**I/O nets highlighted**

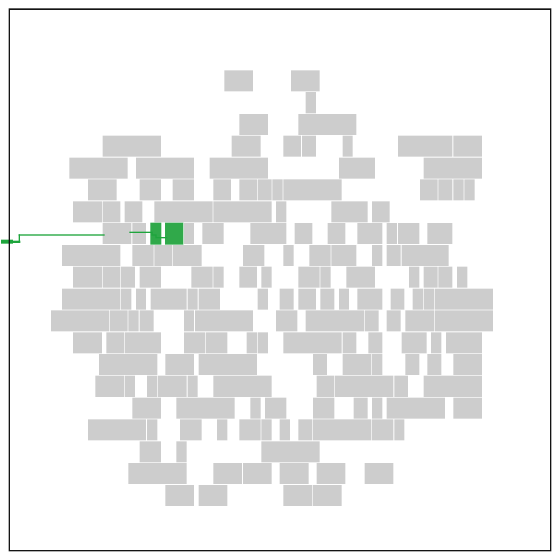
**Gate families picked out**

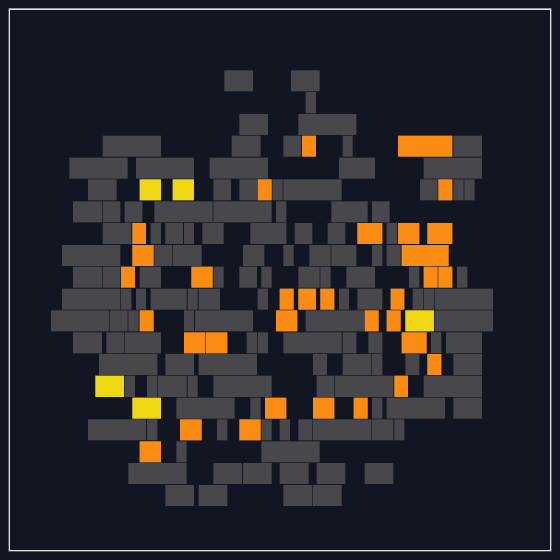
**The clock network**

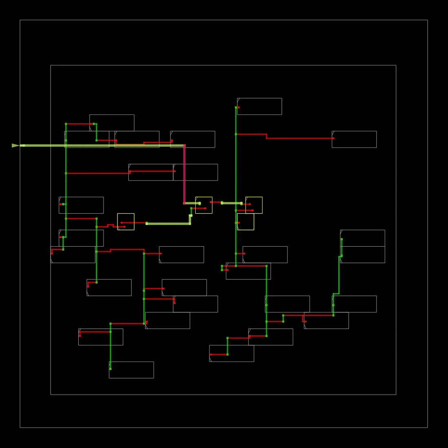
**Wiring by layer**

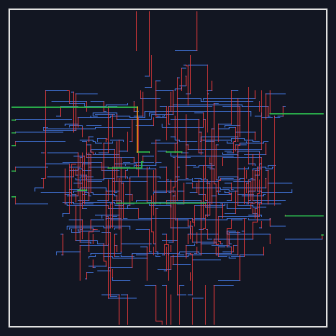
**Clock wires, drivers and flops**

Scale bar: 20 µm.
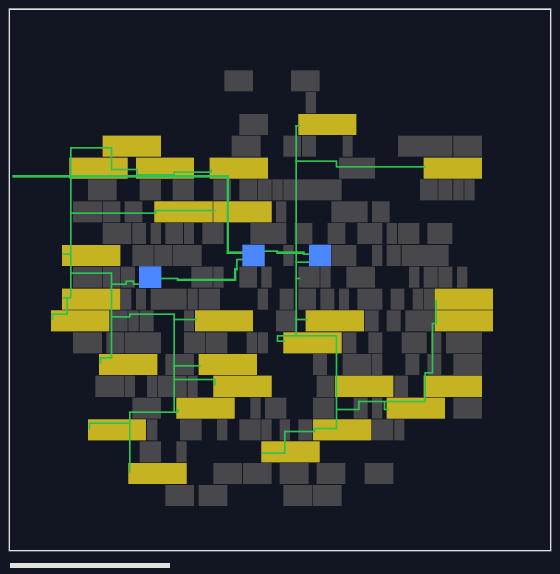
--- src/rtl/seq_divider_if.sv ---
// seq_divider_if -- handshake and data bundle for seq_divider.
//   start     : request a division with the current dividend/divisor
//   dividend  : unsigned numerator, WIDTH bits
//   divisor   : unsigned denominator, WIDTH bits
//   busy      : high while the divider is iterating
//   done      : high while quotient/remainder hold a valid result
//   quotient  : floor(dividend/divisor), WIDTH bits
//   remainder : dividend mod divisor, WIDTH bits
//   dbz       : divide-by-zero flag (only when DIVIDER_DBZ_EN is defined)
// master drives the request, slave is the divider.
interface seq_divider_if #(
  parameter int WIDTH = 4
);
  logic             start;
  logic [WIDTH-1:0] dividend;
  logic [WIDTH-1:0] divisor;
  logic             busy;
  logic             done;
  logic [WIDTH-1:0] quotient;
  logic [WIDTH-1:0] remainder;
`ifdef DIVIDER_DBZ_EN
  logic             dbz;

  modport master (
    output start, dividend, divisor,
    input  busy, done, quotient, remainder, dbz
  );

  modport slave (
    input  start, dividend, divisor,
    output busy, done, quotient, remainder, dbz
  );
`else
  modport master (
    output start, dividend, divisor,
    input  busy, done, quotient, remainder
  );

  modport slave (
    input  start, dividend, divisor,
    output busy, done, quotient, remainder
  );
`endif
endinterface

--- src/rtl/seq_divider.sv ---
// seq_divider -- sequential restoring divider, one quotient bit per clock.
// Ports:
//   clk   : clock, all state changes on the rising edge
//   rst_n : synchronous active-low reset
//   bus   : seq_divider_if.slave (start/dividend/divisor in,
//           busy/done/quotient/remainder[/dbz] out)
// Parameter WIDTH (2..16): operand width in bits.
// Optional feature macro DIVIDER_DBZ_EN: adds the dbz flag and a one-cycle
// shortcut for a zero divisor. Without it a zero divisor runs the normal
// WIDTH-cycle algorithm, yielding quotient all ones and remainder = dividend.
module seq_divider #(
  parameter int WIDTH = 4
) (
  input logic          clk,
  input logic          rst_n,
  seq_divider_if.slave bus
);

  localparam int CW = $clog2(WIDTH) + 1;

  typedef enum logic [1:0] {
    IDLE,
    RUN,
    DONE
  } state_e;

  state_e           state_q, state_d;
  // dvd_q shifts dividend bits out of its MSB and quotient bits into its LSB,
  // so after WIDTH iterations it holds the full quotient.
  logic [WIDTH-1:0] dvd_q, dvd_d;
  logic [WIDTH-1:0] dvs_q, dvs_d;
  logic [WIDTH-1:0] rem_q, rem_d;
  logic [CW-1:0]    cnt_q, cnt_d;
  logic             busy_q, busy_d;
  logic             done_q, done_d;
  logic [WIDTH-1:0] quotient_q, quotient_d;
  logic [WIDTH-1:0] remainder_q, remainder_d;
`ifdef DIVIDER_DBZ_EN
  logic             dbz_q, dbz_d;
`endif

  logic [WIDTH:0]   shifted;
  logic             take;
  logic [WIDTH-1:0] rem_next;

  always_comb begin
    // One restoring step. The true difference is always below 2^WIDTH (the
    // partial remainder stays below the divisor, or equals the dividend
    // prefix when the divisor is zero), so a WIDTH-bit subtract is exact.
    shifted  = {rem_q, dvd_q[WIDTH-1]};
    take     = (shifted >= {1'b0, dvs_q});
    rem_next = take ? (shifted[WIDTH-1:0] - dvs_q) : shifted[WIDTH-1:0];

    state_d     = state_q;
    dvd_d       = dvd_q;
    dvs_d       = dvs_q;
    rem_d       = rem_q;
    cnt_d       = cnt_q;
    quotient_d  = quotient_q;
    remainder_d = remainder_q;
`ifdef DIVIDER_DBZ_EN
    dbz_d       = dbz_q;
`endif

    case (state_q)
      IDLE, DONE: begin
        if (bus.start) begin
          dvd_d   = bus.dividend;
          dvs_d   = bus.divisor;
          rem_d   = '0;
          cnt_d   = '0;
          state_d = RUN;
`ifdef DIVIDER_DBZ_EN
          if (bus.divisor == '0) begin
            state_d     = DONE;
            quotient_d  = '1;
            remainder_d = bus.dividend;
            dbz_d       = 1'b1;
          end else begin
            dbz_d       = 1'b0;
          end
`endif
        end
      end
      RUN: begin
        rem_d = rem_next;
        dvd_d = {dvd_q[WIDTH-2:0], take};
        cnt_d = cnt_q + 1'b1;
        if (cnt_q == CW'(WIDTH - 1)) begin
          state_d     = DONE;
          quotient_d  = {dvd_q[WIDTH-2:0], take};
          remainder_d = rem_next;
        end
      end
      default: state_d = IDLE;
    endcase

    busy_d = (state_d == RUN);
    done_d = (state_d == DONE);
  end

  always_ff @(posedge clk) begin
    if (!rst_n) begin
      state_q     <= IDLE;
      dvd_q       <= '0;
      dvs_q       <= '0;
      rem_q       <= '0;
      cnt_q       <= '0;
      busy_q      <= 1'b0;
      done_q      <= 1'b0;
      quotient_q  <= '0;
      remainder_q <= '0;
`ifdef DIVIDER_DBZ_EN
      dbz_q       <= 1'b0;
`endif
    end else begin
      state_q     <= state_d;
      dvd_q       <= dvd_d;
      dvs_q       <= dvs_d;
      rem_q       <= rem_d;
      cnt_q       <= cnt_d;
      busy_q      <= busy_d;
      done_q      <= done_d;
      quotient_q  <= quotient_d;
      remainder_q <= remainder_d;
`ifdef DIVIDER_DBZ_EN
      dbz_q       <= dbz_d;
`endif
    end
  end

  assign bus.busy      = busy_q;
  assign bus.done      = done_q;
  assign bus.quotient  = quotient_q;
  assign bus.remainder = remainder_q;
`ifdef DIVIDER_DBZ_EN
  assign bus.dbz       = dbz_q;
`endif

endmodule

--- src/flat_wrapper.sv ---
// flat-port wrapper written by rule: the top's interface ports become plain ports
module seq_divider_flat 
#(
  parameter int WIDTH = 4
)
  (clk, rst_n, bus_start, bus_dividend, bus_divisor, bus_busy, bus_done, bus_quotient, bus_remainder);
  seq_divider_if #(.WIDTH(WIDTH)) bus_i ();
  input logic clk;
  input logic rst_n;
  input wire logic [$bits(bus_i.start)-1:0] bus_start;
  input wire logic [$bits(bus_i.dividend)-1:0] bus_dividend;
  input wire logic [$bits(bus_i.divisor)-1:0] bus_divisor;
  output wire logic [$bits(bus_i.busy)-1:0] bus_busy;
  output wire logic [$bits(bus_i.done)-1:0] bus_done;
  output wire logic [$bits(bus_i.quotient)-1:0] bus_quotient;
  output wire logic [$bits(bus_i.remainder)-1:0] bus_remainder;
  assign bus_i.start = bus_start;
  assign bus_i.dividend = bus_dividend;
  assign bus_i.divisor = bus_divisor;
  assign bus_busy = bus_i.busy;
  assign bus_done = bus_i.done;
  assign bus_quotient = bus_i.quotient;
  assign bus_remainder = bus_i.remainder;
  seq_divider #(.WIDTH(WIDTH)) u_core (.clk(clk), .rst_n(rst_n), .bus(bus_i));
endmodule
--- config.mk ---
export PLATFORM = sky130hd
export DESIGN_NAME = seq_divider_flat
export DESIGN_NICKNAME = d
export VERILOG_FILES = /design/src/rtl/seq_divider_if.sv /design/src/rtl/seq_divider.sv /design/src/flat_wrapper.sv
export SDC_FILE = /design/constraint.sdc
export NUM_CORES = 1
export LEC_CHECK = 0
export ABC_AREA = 0
export CORE_MARGIN = 5
export CORE_UTILIZATION = 40
export CTS_CLUSTER_SIZE = 28
export DETAILED_ROUTE_END_ITERATION = 8
export HOLD_SLACK_MARGIN = 0.06
export PLACE_DENSITY = 0.73
export SYNTH_ARGS = -nofsm -noshare
export SYNTH_HDL_FRONTEND = slang
export SYNTH_SLANG_ARGS = --single-unit
--- constraint.sdc ---
create_clock -name clk -period 4.1 [get_ports clk]
set_input_delay 0.82 -clock clk [delete_from_list [all_inputs] [get_ports clk]]
set_output_delay 0.82 -clock clk [all_outputs]
set_load 0.01 [all_outputs]
==> run_results.csv <==
group,metric,value,unit
flow_run,cap_violations,0,
sta,skew,0.007588,ns
clocking,numCtsBuffers,3,
place,place_area,1546,µm²
global_routing,grt_busiest_layer,"met2",
layout,area_delta_synth_final,20.00,%
setup_path,reg2reg_to,"u_core.bus.remainder[2]$_SDFFE_PN0P_",
setup_path,critPathArrivalTime,2.62,ns
synth,synth_warnings,0,
worst_hold_path,holdPathStages,2,
place,place_inst,209,
layout,final_cell_mix,"dfxtp_1, clkdlybuf4s50_1, nor2_1, nand2_1, nor2b_1",
synth,ys_async_sr_fraction,0,
place,buffer_ports.inserted,20,
synth,synth.distinct_cells,34,
power,pwr-share-clk,0.225,
power,switchingPower,164.7,µW
global_routing,globalRoute.totalOverflow,0,
global_routing,grt_pass1_vias,947,
sta,finalCritPeriodShare,0.5715,
outcome,status,"completed",
clocking,cts_tree,"done",
layout,fillers,332,
global_routing,met3_usage,0.03661,
sta,worst_pin_slew,0.8358,ns
die,fp_util,0.4234,
die,chipArea,4531,µm²
setup_path,crit_path_max_incr_delay,1.02,ns
clocking,cts_sinks,27,
layout,drive_gt1_frac,0.06509,
drt,first_pass_iters,4,
die,die_h,67.31,µm
drt,top_layer,"met4",
sta,hold_viol,0,
worst_hold_path,min_from,"u_core.bus.remainder[3]$_SDFFE_PN0P_",
setup_path,crit_buf_inv,1,
power,cellInternalPower,373.9,µW
layout,fin_util,0.5081,
global_routing,gr-usage-met2,0.2000,
layout,nNetsFinal,188,
sta,final_max_slew_viol_count,0,
## Picture notes: 'I/O nets highlighted'
Key: green = `bus_start` [bits 1, direction input, end cells 2, buffers 1, wire 17.4 µm]

## Picture notes: 'gate families picked out'
Key: orange = aoi and oai cells [cells 33, most used a21oi_1]; yellow = non-inverting ao/oa cells [cells 5]
most numerous logic cell after layout: dfxtp_1
tally of non-filler cells in the final layout: 213
combinational share of cell area: 0.4524

## Picture notes: 'the clock network'
flop count: 27
Clock Latency Late Sink: 0.33 ns

## Picture notes: 'wiring by layer'
Key: green = M3 [wire length 84.8 µm]; blue = M1 [wire length 1270 µm]; red = M2 [wire length 1220 µm]; orange = M4 [wire length 9.50 µm]
final WL: 2581 µm
WL per Instance: 12.12 µm
via count: 1075
GRT Util Overall: 0.1234

## Picture notes: 'clock wires, drivers and flops'
Key: green = clock wires [length 310 µm]; blue = clock-net drivers [count 3]; yellow = flip-flops [count 27]
There are 4 routed clock nets.

[layout make-up]
class / instances / area (µm²) / share of cell area
Clock buffer: 3 / 22.52 / 0.01429
Clock inverter: 1 / 7.507 / 0.004762
Inverter: 8 / 30.03 / 0.01905
Multi-Input combinational cell: 109 / 713.2 / 0.4524
Sequential cell: 27 / 540.5 / 0.3429
Tap cell: 44 / 55.05 / 0.03492
Timing Repair Buffer: 21 / 207.7 / 0.1317
[synth_stat cells (2+ instances only)]
cell | instances | area [µm²]
o211a_1 | 2 | 20.02
o21ai_1 | 4 | 20.02
ha_1 | 6 | 75.07
nor3b_1 | 2 | 15.01
buf_2 | 3 | 15.01
o21a_1 | 2 | 15.01
nand3_1 | 6 | 30.03
dfxtp_1 | 27 | 540.5
nand2b_1 | 3 | 18.77
nor2b_1 | 10 | 62.56
o21ai_0 | 3 | 15.01
a21boi_0 | 5 | 37.54
a22oi_1 | 2 | 15.01
nand2_1 | 16 | 60.06
o211ai_1 | 3 | 22.52
clkbuf_1 | 4 | 15.01
mux2i_1 | 5 | 50.05
inv_1 | 8 | 30.03
a21oi_1 | 9 | 45.04
xnor2_1 | 2 | 17.52
nor2_1 | 16 | 60.06
[kinds of logic after synthesis]
| group | synth area share |
|---|---|
| AND/OR/NAND/NOR | 0.2095 |
| AND-OR/OR-AND | 0.2095 |
| flip-flops | 0.4114 |
| buffers and inverters | 0.04571 |
| adder cells (fa/ha/maj) | 0.07238 |
| multiplexers | 0.03810 |
| XOR/XNOR | 0.01334 |
[state kept, by name, summed over array words and instances, names as in the netlist]
signal and count:
u_core.bus.done 1, u_core.dvs_q 4, u_core.cnt_q 3, u_core.state_q 2
u_core.bus.remainder 4, u_core.bus.busy 1, u_core.rem_q 4, u_core.dvd_q 4
u_core.bus.quotient 4
Power and IR drop assume default switching activity.
